### src/rtl/mem_access_ctrl.sv
// MEM-stage data-memory initiator for the LC-3b pipeline.
// Turns LDR/LDB/STR/STB/LDI/STI into registered data-cache requests, holds the
// pipeline while an access is outstanding and hands load data to WB.
module mem_access_ctrl #(
    parameter int CNT_WIDTH = 16
) (
    input  logic                 clk,
    input  logic                 rst_n,
    input  logic                 mem_valid_in,
    input  logic [2:0]           mem_op,
    input  logic [15:0]          mem_address,
    input  logic [15:0]          mem_wdata,
    output logic                 dmem_read,
    output logic                 dmem_write,
    output logic [15:0]          dmem_address,
    output logic [15:0]          dmem_wdata,
    output logic [1:0]           dmem_byte_enable,
    input  logic [15:0]          dmem_rdata,
    input  logic                 dmem_resp,
    output logic                 mem_stall,
    output logic [15:0]          mem_rdata,
    output logic                 mem_rdata_valid,
    output logic [CNT_WIDTH-1:0] stall_count
);

    localparam logic [2:0] OP_NONE = 3'd0;
    localparam logic [2:0] OP_LDR  = 3'd1;
    localparam logic [2:0] OP_LDB  = 3'd2;
    localparam logic [2:0] OP_STR  = 3'd3;
    localparam logic [2:0] OP_STB  = 3'd4;
    localparam logic [2:0] OP_LDI  = 3'd5;
    localparam logic [2:0] OP_STI  = 3'd6;
    localparam logic [2:0] OP_NOP7 = 3'd7;

    typedef enum logic [1:0] {IDLE = 2'd0, ACC1 = 2'd1, ACC2 = 2'd2, DONE = 2'd3} state_t;

    state_t                state_reg, state_next;
    logic [2:0]            op_reg, op_next;
    logic                  byte_sel_reg, byte_sel_next;
    logic                  read_reg, read_next;
    logic                  write_reg, write_next;
    logic [15:0]           address_reg, address_next;
    logic [15:0]           wdata_reg, wdata_next;
    logic [1:0]            be_reg, be_next;
    logic [15:0]           rdata_reg, rdata_next;
    logic [CNT_WIDTH-1:0]  count_reg, count_next;

    logic                  op_valid;
    logic                  accept;
    logic                  is_load;
    logic [15:0]           stb_wdata;
    logic [7:0]            ld_byte;
    logic [15:0]           ldb_data;

    // A store byte is driven on both lanes; byte_enable picks the lane that lands.
    genvar gi;
    generate
        for (gi = 0; gi < 2; gi++) begin : g_stb_lane
            assign stb_wdata[gi*8 +: 8] = mem_wdata[7:0];
        end
    endgenerate

    assign ld_byte  = byte_sel_reg ? dmem_rdata[15:8] : dmem_rdata[7:0];
    assign ldb_data = {{8{ld_byte[7]}}, ld_byte};

    assign op_valid = (mem_op != OP_NONE) && (mem_op != OP_NOP7);
    assign accept   = (state_reg == IDLE) && mem_valid_in && op_valid;
    assign is_load  = (op_reg == OP_LDR) || (op_reg == OP_LDB) || (op_reg == OP_LDI);

    assign mem_stall        = accept || (state_reg == ACC1) || (state_reg == ACC2);
    assign mem_rdata_valid  = (state_reg == DONE) && is_load;
    assign dmem_read        = read_reg;
    assign dmem_write       = write_reg;
    assign dmem_address     = address_reg;
    assign dmem_wdata       = wdata_reg;
    assign dmem_byte_enable = be_reg;
    assign mem_rdata        = rdata_reg;
    assign stall_count      = count_reg;

    // State and registered request/result; reset drops any outstanding request at once.
    always_ff @(posedge clk or negedge rst_n) begin
        if (!rst_n) begin
            state_reg    <= IDLE;
            op_reg       <= OP_NONE;
            byte_sel_reg <= 1'b0;
            read_reg     <= 1'b0;
            write_reg    <= 1'b0;
            address_reg  <= 16'h0000;
            wdata_reg    <= 16'h0000;
            be_reg       <= 2'b00;
            rdata_reg    <= 16'h0000;
            count_reg    <= '0;
        end else begin
            state_reg    <= state_next;
            op_reg       <= op_next;
            byte_sel_reg <= byte_sel_next;
            read_reg     <= read_next;
            write_reg    <= write_next;
            address_reg  <= address_next;
            wdata_reg    <= wdata_next;
            be_reg       <= be_next;
            rdata_reg    <= rdata_next;
            count_reg    <= count_next;
        end
    end

    // Next-state, next request and load-result selection.
    always_comb begin
        state_next    = state_reg;
        op_next       = op_reg;
        byte_sel_next = byte_sel_reg;
        read_next     = read_reg;
        write_next    = write_reg;
        address_next  = address_reg;
        wdata_next    = wdata_reg;
        be_next       = be_reg;
        rdata_next    = rdata_reg;
        count_next    = (mem_stall && !(&count_reg)) ? count_reg + 1'b1 : count_reg;

        case (state_reg)
            IDLE: begin
                if (accept) begin
                    state_next    = ACC1;
                    op_next       = mem_op;
                    byte_sel_next = mem_address[0];
                    wdata_next    = mem_wdata;
                    address_next  = {mem_address[15:1], 1'b0};
                    read_next     = 1'b0;
                    write_next    = 1'b0;
                    be_next       = 2'b00;
                    case (mem_op)
                        OP_LDR: begin
                            read_next = 1'b1;
                            be_next   = 2'b11;
                        end
                        OP_LDB: begin
                            read_next    = 1'b1;
                            address_next = mem_address;
                        end
                        OP_STR: begin
                            write_next = 1'b1;
                            be_next    = 2'b11;
                        end
                        OP_STB: begin
                            write_next   = 1'b1;
                            address_next = mem_address;
                            wdata_next   = stb_wdata;
                            be_next      = mem_address[0] ? 2'b10 : 2'b01;
                        end
                        default: begin
                            // LDI/STI: first access always reads the pointer word.
                            read_next = 1'b1;
                        end
                    endcase
                end
            end
            ACC1: begin
                if (dmem_resp) begin
                    if ((op_reg == OP_LDI) || (op_reg == OP_STI)) begin
                        state_next   = ACC2;
                        address_next = {dmem_rdata[15:1], 1'b0};
                        be_next      = 2'b11;
                        read_next    = (op_reg == OP_LDI);
                        write_next   = (op_reg == OP_STI);
                    end else begin
                        state_next = DONE;
                        read_next  = 1'b0;
                        write_next = 1'b0;
                        if (op_reg == OP_LDR) begin
                            rdata_next = dmem_rdata;
                        end else if (op_reg == OP_LDB) begin
                            rdata_next = ldb_data;
                        end
                    end
                end
            end
            ACC2: begin
                if (dmem_resp) begin
                    state_next = DONE;
                    read_next  = 1'b0;
                    write_next = 1'b0;
                    if (op_reg == OP_LDI) begin
                        rdata_next = dmem_rdata;
                    end
                end
            end
            default: begin
                state_next = IDLE;
            end
        endcase
    end

endmodule
### config.mk
export PLATFORM = sky130hd
export DESIGN_NAME = mem_access_ctrl
export DESIGN_NICKNAME = d
export VERILOG_FILES = /design/src/rtl/mem_access_ctrl.sv
export SDC_FILE = /design/constraint.sdc
export NUM_CORES = 1
export LEC_CHECK = 0
export ABC_AREA = 1
export ABC_CLOCK_PERIOD_IN_PS = 1800
export CAP_MARGIN = 20
export CORE_UTILIZATION = 35
export CTS_CLUSTER_SIZE = 24
export DETAILED_ROUTE_END_ITERATION = 6
export PLACE_DENSITY = 0.72
export SLEW_MARGIN = 20
export SYNTH_ARGS = -nofsm -noshare
export SYNTH_HDL_FRONTEND = slang
export SYNTH_SLANG_ARGS = --single-unit
### constraint.sdc
create_clock -name clk -period 1.8 [get_ports clk]
set_input_delay 0.54 -clock clk [delete_from_list [all_inputs] [get_ports clk]]
set_output_delay 0.54 -clock clk [all_outputs]
set_load 0.01 [all_outputs]
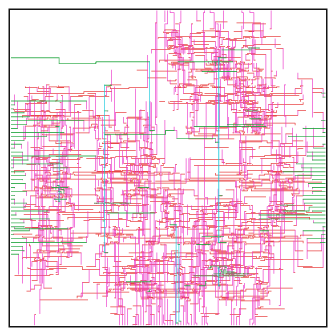
layers.png
Cyan shows M4, wire length 236 um. Green shows M3, wire length 855 um. Red shows M1, wire length 4720 um. Magenta shows M2, wire length 5360 um.
drt total wl: 11.2 mm
Via Count: 4178
aggregate global-route resource usage: 19.7%

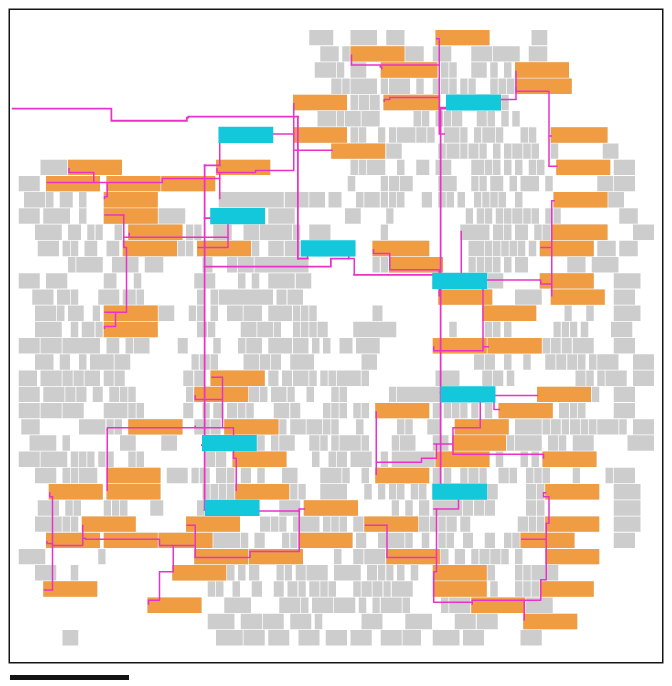
clock_wires.png
Bar = 20 um.
Magenta shows clock wires, length 894 um. Orange shows flip-flops, count 74. Cyan shows clock-net drivers, count 9.
Position of the flops: widely spread.
clock group power: 1.84 mW
clock insertion delay at the later pin of the skew report: 0.33 ns
clock share of power: 18.8%
worst clock skew: 0.00657 ns

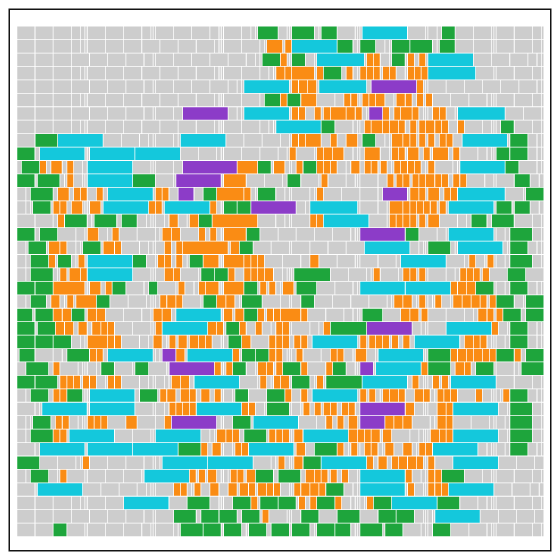
class_map.png
Fill, decap, tap and diode cells in grey.
Purple shows clock drivers and dummy loads, cells 16, share of their area 5.3%. Orange shows remaining logic cells, cells 462, share of their area 35%. Cyan shows registers, cells 74, share of their area 31%. Green shows remaining buffers and delay cells, cells 170, share of their area 29%.
cell row count: 38
core utilization of the finished layout: 55.6%
core region area: 11000 um^2
register fraction of the total cell area: 30.3%

==> reports/qor.csv <==
metric,value,unit
layout_setup_ws,-0.119,ns
fin_area,6140,um^2
firstDrtPassIters,5,
synth.cellmix.compoundShare,6.45,%
outcome,"complete, but fails checks",
number_of_global_route_vias_before_repair,3979,
synth.comb.largest_family,simple AND/OR/NAND/NOR gates,
cts.hold.buffers_added,0,
highest-signal-layer,met4,
holdCritPathClass,in -> async,
syn_inst,556,
p_leak,3.44,nW
cts_tree,built,
drive_above_1_share,13.2,%
maxSlewViolCount,0,
slew_headroom,72.4,%
initial_core_util,36.6,%
root_buffer,clkbuf_16,
post_drt_via_cell_ratio,4.85,
openroad.warnings,32,
yosysChipArea,4030,um^2
async_reset_ff_share,100,%
largest_net_degree_at_the_start_of_global_routing,29,
clk_pin_slew,0.06,ns
fin_cells,862,
final_sum_of_negative_setup_slack,-0.228,ns
drt_iter0_markers,169,
synth_simple_gate_area_share,37.0,%
worst-path-stages,5,
fp.dieW,109,um
violations,setup timing,
clock_sinks,74,
yosys.area_share.adder,1.86,%
dpl-instance-area,5630,um^2
flops,74,
global_route.usage.met1,24.1,%
global_route.usage.met2,33.1,%
synthesized_area_fraction_occupied_by_xor_and_xnor_cells,1.30,%
largest_class,combinational gates,
report.final.setup_viol,2,
detailroute.wirelength.met2,5.36,mm
groute.layer.met3.usage,4.45,%
die_height,109,um
fillCellCount,1007,
cp_buf_inv_count,2,
Power is estimated from default activity; no workload was simulated.
